File: src/rtl/branch_seq_ctrl_if.sv
// branch_seq_ctrl_if: D-stage operands/flags in, fetch PC and control status out.
interface branch_seq_ctrl_if;
    logic [31:0] instr_D;
    logic [31:0] pc4_D;
    logic [31:0] imm_ext_D;
    logic [31:0] rs_val_D;
    logic        equal;
    logic        greater;
    logic        g_or_e;
    logic        opnd_ready;
    logic        stall_ext;
    logic        exc_req;
    logic [31:0] pc_F;
    logic        stall_FD;
    logic        br_taken;
    logic        wait_err;
    logic [31:0] stat_br;
    logic [31:0] stat_taken;
    logic [31:0] stat_stall;
    modport master (
        output instr_D, pc4_D, imm_ext_D, rs_val_D, equal, greater, g_or_e,
               opnd_ready, stall_ext, exc_req,
        input  pc_F, stall_FD, br_taken, wait_err, stat_br, stat_taken, stat_stall
    );
    modport slave (
        input  instr_D, pc4_D, imm_ext_D, rs_val_D, equal, greater, g_or_e,
               opnd_ready, stall_ext, exc_req,
        output pc_F, stall_FD, br_taken, wait_err, stat_br, stat_taken, stat_stall
    );
endinterface

File: src/rtl/branch_seq_ctrl.sv
// branch_seq_ctrl: D-stage branch/jump resolver owning the fetch PC, with operand-wait stall FSM.
// Optional statistics counters built only when BR_STATS_EN is defined.
module branch_seq_ctrl #(
    parameter logic [31:0] RESET_PC = 32'h0000_3000,
    parameter logic [31:0] EXC_PC   = 32'h0000_4180,
    parameter logic [7:0]  MAX_WAIT = 8'd8
) (
    input  logic              clk,
    input  logic              reset,
    branch_seq_ctrl_if.slave  bus
);
    typedef enum logic {RUN, WAIT} state_t;
    state_t      state_q, state_d;
    logic [7:0]  wait_cnt_q, wait_cnt_d;
    logic        wait_err_q, wait_err_d;
    logic [31:0] pc_q, pc_d;
    logic [5:0]  op, fn;
    logic [4:0]  rt;
    logic        is_cond, cond_ok, is_jump, stall_fd, taken, resolve;
    logic [31:0] target;
    assign op = bus.instr_D[31:26];
    assign rt = bus.instr_D[20:16];
    assign fn = bus.instr_D[5:0];
    always_comb begin
        is_cond = 1'b0;
        cond_ok = 1'b0;
        is_jump = 1'b0;
        target  = bus.pc4_D + (bus.imm_ext_D << 2);
        case (op)
            6'b000100: begin is_cond = 1'b1; cond_ok = bus.equal; end
            6'b000101: begin is_cond = 1'b1; cond_ok = !bus.equal; end
            6'b000110: begin is_cond = 1'b1; cond_ok = !bus.greater; end
            6'b000111: begin is_cond = 1'b1; cond_ok = bus.greater; end
            6'b000001: begin
                is_cond = (rt == 5'd0) || (rt == 5'd1);
                cond_ok = rt[0] ? bus.g_or_e : !bus.g_or_e;
            end
            6'b000010, 6'b000011: begin
                is_jump = 1'b1;
                target  = {bus.pc4_D[31:28], bus.instr_D[25:0], 2'b00};
            end
            6'b000000: begin
                is_jump = (fn == 6'b001000) || (fn == 6'b001001);
                target  = bus.rs_val_D;
            end
            default: ;
        endcase
    end
    // Exception wins over everything; stall_ext freezes the FSM but not the stall indication.
    always_comb begin
        state_d    = state_q;
        wait_cnt_d = wait_cnt_q;
        wait_err_d = wait_err_q;
        stall_fd   = 1'b0;
        taken      = 1'b0;
        if (bus.exc_req) begin
            state_d    = RUN;
            wait_cnt_d = 8'd0;
        end else begin
            stall_fd = (state_q == WAIT) ? !bus.opnd_ready : (is_cond || is_jump) && !bus.opnd_ready;
            taken    = !stall_fd && !bus.stall_ext && (is_jump || (is_cond && cond_ok));
            if (!bus.stall_ext) begin
                state_d    = stall_fd ? WAIT : RUN;
                wait_cnt_d = !stall_fd ? 8'd0 : (state_q == RUN) ? 8'd1 :
                             (wait_cnt_q == 8'hFF) ? wait_cnt_q : wait_cnt_q + 8'd1;
                wait_err_d = wait_err_q || (stall_fd && wait_cnt_d == MAX_WAIT);
            end
        end
        pc_d = bus.exc_req ? EXC_PC : (stall_fd || bus.stall_ext) ? pc_q :
               taken ? target : pc_q + 32'd4;
    end
    assign resolve = !bus.exc_req && !stall_fd && !bus.stall_ext && is_cond;
    always_ff @(posedge clk) begin
        if (reset) begin
            state_q    <= RUN;
            wait_cnt_q <= 8'd0;
            wait_err_q <= 1'b0;
            pc_q       <= RESET_PC;
        end else begin
            state_q    <= state_d;
            wait_cnt_q <= wait_cnt_d;
            wait_err_q <= wait_err_d;
            pc_q       <= pc_d;
        end
    end
    assign bus.pc_F     = pc_q;
    assign bus.stall_FD = stall_fd;
    assign bus.br_taken = taken;
    assign bus.wait_err = wait_err_q;
`ifdef BR_STATS_EN
    logic [31:0] stat_br_q, stat_taken_q, stat_stall_q;
    always_ff @(posedge clk) begin
        if (reset) begin
            stat_br_q    <= 32'd0;
            stat_taken_q <= 32'd0;
            stat_stall_q <= 32'd0;
        end else begin
            stat_br_q    <= stat_br_q + {31'd0, resolve};
            stat_taken_q <= stat_taken_q + {31'd0, resolve && cond_ok};
            stat_stall_q <= stat_stall_q + {31'd0, stall_fd};
        end
    end
    assign bus.stat_br    = stat_br_q;
    assign bus.stat_taken = stat_taken_q;
    assign bus.stat_stall = stat_stall_q;
`else
    logic unused_resolve;
    assign unused_resolve = resolve;
    assign bus.stat_br    = 32'd0;
    assign bus.stat_taken = 32'd0;
    assign bus.stat_stall = 32'd0;
`endif
endmodule
File: src/flat_wrapper.sv
// flat-port wrapper written by rule: the top's interface ports become plain ports
module branch_seq_ctrl_flat 
#(
    parameter logic [31:0] RESET_PC = 32'h0000_3000,
    parameter logic [31:0] EXC_PC   = 32'h0000_4180,
    parameter logic [7:0]  MAX_WAIT = 8'd8
)
  (clk, reset, bus_instr_D, bus_pc4_D, bus_imm_ext_D, bus_rs_val_D, bus_equal, bus_greater, bus_g_or_e, bus_opnd_ready, bus_stall_ext, bus_exc_req, bus_pc_F, bus_stall_FD, bus_br_taken, bus_wait_err, bus_stat_br, bus_stat_taken, bus_stat_stall);
  branch_seq_ctrl_if bus_i ();
  input  logic clk;
  input  logic reset;
  input wire logic [$bits(bus_i.instr_D)-1:0] bus_instr_D;
  input wire logic [$bits(bus_i.pc4_D)-1:0] bus_pc4_D;
  input wire logic [$bits(bus_i.imm_ext_D)-1:0] bus_imm_ext_D;
  input wire logic [$bits(bus_i.rs_val_D)-1:0] bus_rs_val_D;
  input wire logic [$bits(bus_i.equal)-1:0] bus_equal;
  input wire logic [$bits(bus_i.greater)-1:0] bus_greater;
  input wire logic [$bits(bus_i.g_or_e)-1:0] bus_g_or_e;
  input wire logic [$bits(bus_i.opnd_ready)-1:0] bus_opnd_ready;
  input wire logic [$bits(bus_i.stall_ext)-1:0] bus_stall_ext;
  input wire logic [$bits(bus_i.exc_req)-1:0] bus_exc_req;
  output wire logic [$bits(bus_i.pc_F)-1:0] bus_pc_F;
  output wire logic [$bits(bus_i.stall_FD)-1:0] bus_stall_FD;
  output wire logic [$bits(bus_i.br_taken)-1:0] bus_br_taken;
  output wire logic [$bits(bus_i.wait_err)-1:0] bus_wait_err;
  output wire logic [$bits(bus_i.stat_br)-1:0] bus_stat_br;
  output wire logic [$bits(bus_i.stat_taken)-1:0] bus_stat_taken;
  output wire logic [$bits(bus_i.stat_stall)-1:0] bus_stat_stall;
  assign bus_i.instr_D = bus_instr_D;
  assign bus_i.pc4_D = bus_pc4_D;
  assign bus_i.imm_ext_D = bus_imm_ext_D;
  assign bus_i.rs_val_D = bus_rs_val_D;
  assign bus_i.equal = bus_equal;
  assign bus_i.greater = bus_greater;
  assign bus_i.g_or_e = bus_g_or_e;
  assign bus_i.opnd_ready = bus_opnd_ready;
  assign bus_i.stall_ext = bus_stall_ext;
  assign bus_i.exc_req = bus_exc_req;
  assign bus_pc_F = bus_i.pc_F;
  assign bus_stall_FD = bus_i.stall_FD;
  assign bus_br_taken = bus_i.br_taken;
  assign bus_wait_err = bus_i.wait_err;
  assign bus_stat_br = bus_i.stat_br;
  assign bus_stat_taken = bus_i.stat_taken;
  assign bus_stat_stall = bus_i.stat_stall;
  branch_seq_ctrl #(.RESET_PC(RESET_PC), .EXC_PC(EXC_PC), .MAX_WAIT(MAX_WAIT)) u_core (.clk(clk), .reset(reset), .bus(bus_i));
endmodule
File: config.mk
export PLATFORM = sky130hd
export DESIGN_NAME = branch_seq_ctrl_flat
export DESIGN_NICKNAME = d
export VERILOG_FILES = /design/src/rtl/branch_seq_ctrl_if.sv /design/src/rtl/branch_seq_ctrl.sv /design/src/flat_wrapper.sv
export SDC_FILE = /design/constraint.sdc
export NUM_CORES = 1
export LEC_CHECK = 0
export ABC_CLOCK_PERIOD_IN_PS = 5770
export CAP_MARGIN = 40
export CORE_AREA = 2 2 113 115
export CTS_CLUSTER_DIAMETER = 100
export DETAILED_ROUTE_END_ITERATION = 8
export DIE_AREA = 0 0 115 117
export GPL_ROUTABILITY_DRIVEN = 0
export PLACE_DENSITY = 0.95
export SYNTH_ARGS = -nofsm -noshare
export SYNTH_HDL_FRONTEND = slang
export SYNTH_SLANG_ARGS = --single-unit
File: constraint.sdc
create_clock -name clk -period 5.77 [get_ports clk]
set_input_delay 1.154 -clock clk [delete_from_list [all_inputs] [get_ports clk]]
set_output_delay 1.154 -clock clk [all_outputs]
set_load 0.1 [all_outputs]
**Run 1: the metal 4 layer**

Bar = 20 um.
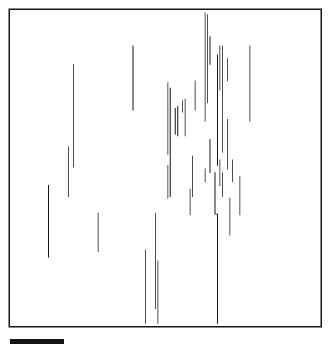
wire length on this layer: 721 um
main direction: vertical
share of all routed wire: 3.8%
WL final: 18800 um
via count: 6336

**Run 1: cell classes on the final placement**

Bar = 20 um. Fill, decap, tap and diode cells in grey.
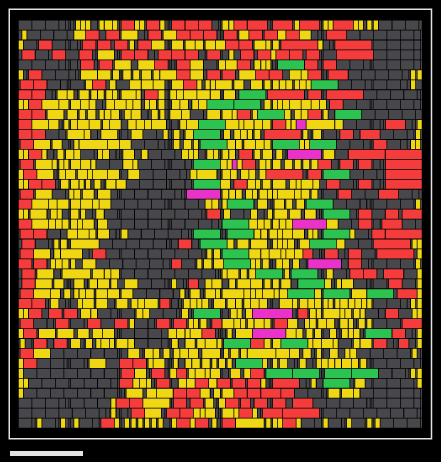
| class | colour | cells | share of their area |
|---|---|---|---|
| sequential cells | green | 42 | 11% |
| remaining buffers and delay cells | red | 209 | 32% |
| clock drivers and dummy loads | magenta | 8 | 2.2% |
| combinational and other logic | yellow | 672 | 55% |

==> flow_summary.yaml, run 1 <==
# generated from flow reports
setup_path:
  r2r_setup_slack_ns: 3.16
  crit_buf_inv: 3
  critical_path_required_ns: 4.62
  path_cells: "clkdlybuf4s50_1 -> nor4_1 -> nand2_1 -> a31oi_4 -> nor3_2 -> o21ai_4 -> inv_4 -> buf_12"
  max_stage_delay_ns: 0.74
  path_delay_family: "simple AND/OR/NAND/NOR gates"
cts:
  clock_sinks: 42
  ctsResizeCount: 0
  hold_buffers: 0
route:
  met1_length_um: 7530
  ant_nets: 0
  post_drt_via_cell_ratio: 5.86
  dr_wl_met2_um: 8850
power_and_ir_drop:
  p_comb_share_pct: 52.6
  p_int_mw: 0.705
  clockPowerShare_pct: 24.6
  seqPwrFrac_pct: 22.8
hold_path:
  hold_class: "reg -> reg"
  hold_depth: 2
  hold_path_end: "u_core.bus.wait_err"
synth:
  ys_ff: 42
  synthCells: 749
  ys_cells: 749
  xor_share_pct: 5.09
placement:
  port_buffers: 168
final_layout:
  comb.multi_input.count: 658
  largest_cell_class: "logic gates"
  n_all_buffers: 209
run_status:
  outcome: "finished clean"
grt:
  use_met3_pct: 3.40
final_timing:
  rsz0062_at_grt: "false"
  post-route-period-util_pct: 84.8
**Run 1: cell outlines without signal wires**

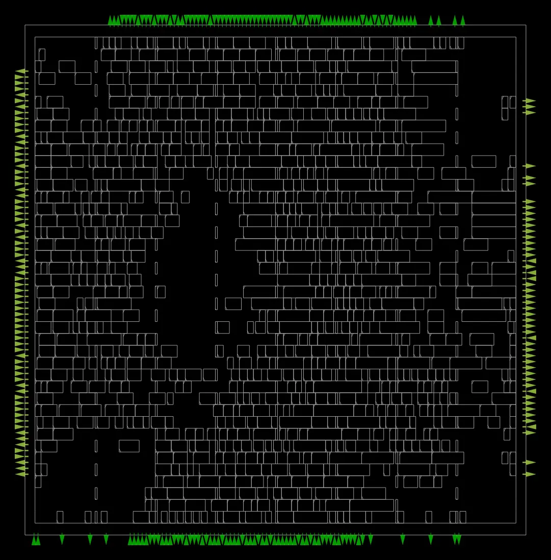
Well Taps: 150
Fill cells: 997
core box area: 12300 um2
number of flip-flops and latches: 42
Site Rows: 41

==> run 1: flip-flops by register name, indices dropped and copies added, names as in the netlist, named ones only <==
signal and cells:
u_core.state_q 1, u_core.bus.pc_F 30, u_core.wait_cnt_q 8, u_core.bus.wait_err 1
==> run 1: per-stage QoR <==
stage	total power [mW]	util [%]	std cells	hold slack [ns]	setup WS [ns]
2_1_floorplan	0.866	-	844	0.475	2.01
3_3_place_gp	0.969	56.1	1040	0.462	0.912
3_5_place_dp	0.996	61.8	1073	0.468	0.910
4_1_cts	1.32	63.2	1081	0.486	0.898
5_1_grt	1.37	63.2	1081	0.538	0.816
6_report	1.33	63.2	1081	0.486	0.874
==> run 2: changes to the inputs <==
--- a/config.mk
+++ b/config.mk
@@ -5,14 +5,14 @@
 export SDC_FILE = /design/constraint.sdc
 export NUM_CORES = 1
 export LEC_CHECK = 0
-export ABC_CLOCK_PERIOD_IN_PS = 5770
+export ABC_CLOCK_PERIOD_IN_PS = 4420
 export CAP_MARGIN = 40
-export CORE_AREA = 2 2 113 115
+export CORE_AREA = 2 2 124 126
 export CTS_CLUSTER_DIAMETER = 100
 export DETAILED_ROUTE_END_ITERATION = 8
-export DIE_AREA = 0 0 115 117
+export DIE_AREA = 0 0 126 128
 export GPL_ROUTABILITY_DRIVEN = 0
-export PLACE_DENSITY = 0.95
+export PLACE_DENSITY = 0.89
 export SYNTH_ARGS = -nofsm -noshare
 export SYNTH_HDL_FRONTEND = slang
 export SYNTH_SLANG_ARGS = --single-unit
==> constraint.sdc (replaced) <==
create_clock -name clk -period 4.42 [get_ports clk]
set_input_delay 0.884 -clock clk [delete_from_list [all_inputs] [get_ports clk]]
set_output_delay 0.884 -clock clk [all_outputs]
set_load 0.1 [all_outputs]
==> run 2 against run 1 <==
Register-to-register slack lost 1.3 ns. Flip-flop count unchanged. Design area rose by 2.3%. Critical path type unchanged. Highest routed layer unchanged.
==> flow_summary.yaml, run 2 <==
# generated from flow reports
run_status:
  outcome: "finished clean"
setup_path:
  r2r_setup_slack_ns: 1.87
  path_delay_family: "buffers and inverters"
  path_cells: "clkdlybuf4s50_1 -> nor4_4 -> nand2_2 -> a21oi_2 -> o21ai_4 -> inv_4 -> buf_12"
  crit_buf_inv: 3
  critical_path_required_ns: 3.54
hold_path:
  hold_depth: 2
  hold_class: "reg -> reg"
  hold_path_end: "u_core.bus.wait_err"
synth:
  synthCells: 749
  ys_cells: 749
  xor_share_pct: 5.09
route:
  wirelength_um: 18200
  met1_length_um: 7640
  post_drt_via_cell_ratio: 5.47
final_layout:
  stdcell_count: 1122
  fillers: 1340
power_and_ir_drop:
  p_int_mw: 0.884
  seqPwrFrac_pct: 23.5
  clockPowerShare_pct: 22.1
cts:
  clock_sinks: 42
final_timing:
  post-route-period-util_pct: 83.9
[run 2: netlist changes by cell type in the layout (fill, tap and decap cells not counted), sizes merged]
cell      before  now
clkbuf         6    7
buf           43   46
clkinvlp       1    0
bufinv         1    0
clkinv         0    1
[run 2: layout make-up]
cell class | count | area, um2 | area share [%]
Clock buffer | 7 | 143 | 1.79
Clock inverter | 1 | 5.00 | 0.0629
Inverter | 14 | 55.1 | 0.692
Multi-Input combinational cell | 658 | 4080 | 51.3
Sequential cell | 42 | 841 | 10.6
Tap cell | 188 | 235 | 2.96
Timing Repair Buffer | 212 | 2590 | 32.6
[run 2: cells by family after synthesis]
family | Yosys count
AOI/OAI and AO/OA | 251
xor gates and xnor gates | 32
adders and majority gates | 32
buffers and inverters | 144
DFF | 42
muxes | 4
other | 1
and+or+nand+nor | 243
**Run 2: cell classes on the final placement**

Bar = 50 um. Fill, decap, tap and diode cells in grey.
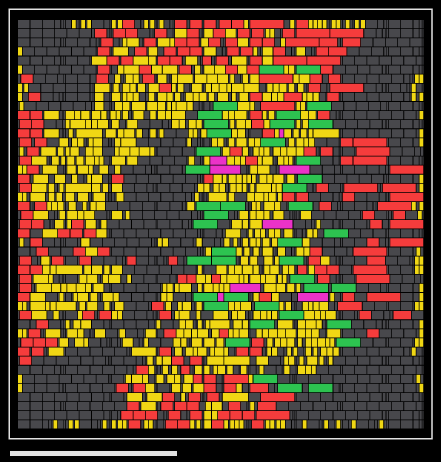
fin util: 53.5%
core box area: 14900 um2
Site Rows: 45
design area: 7950 um2
fraction of area in registers: 10.6%

Power and IR drop assume default switching activity.
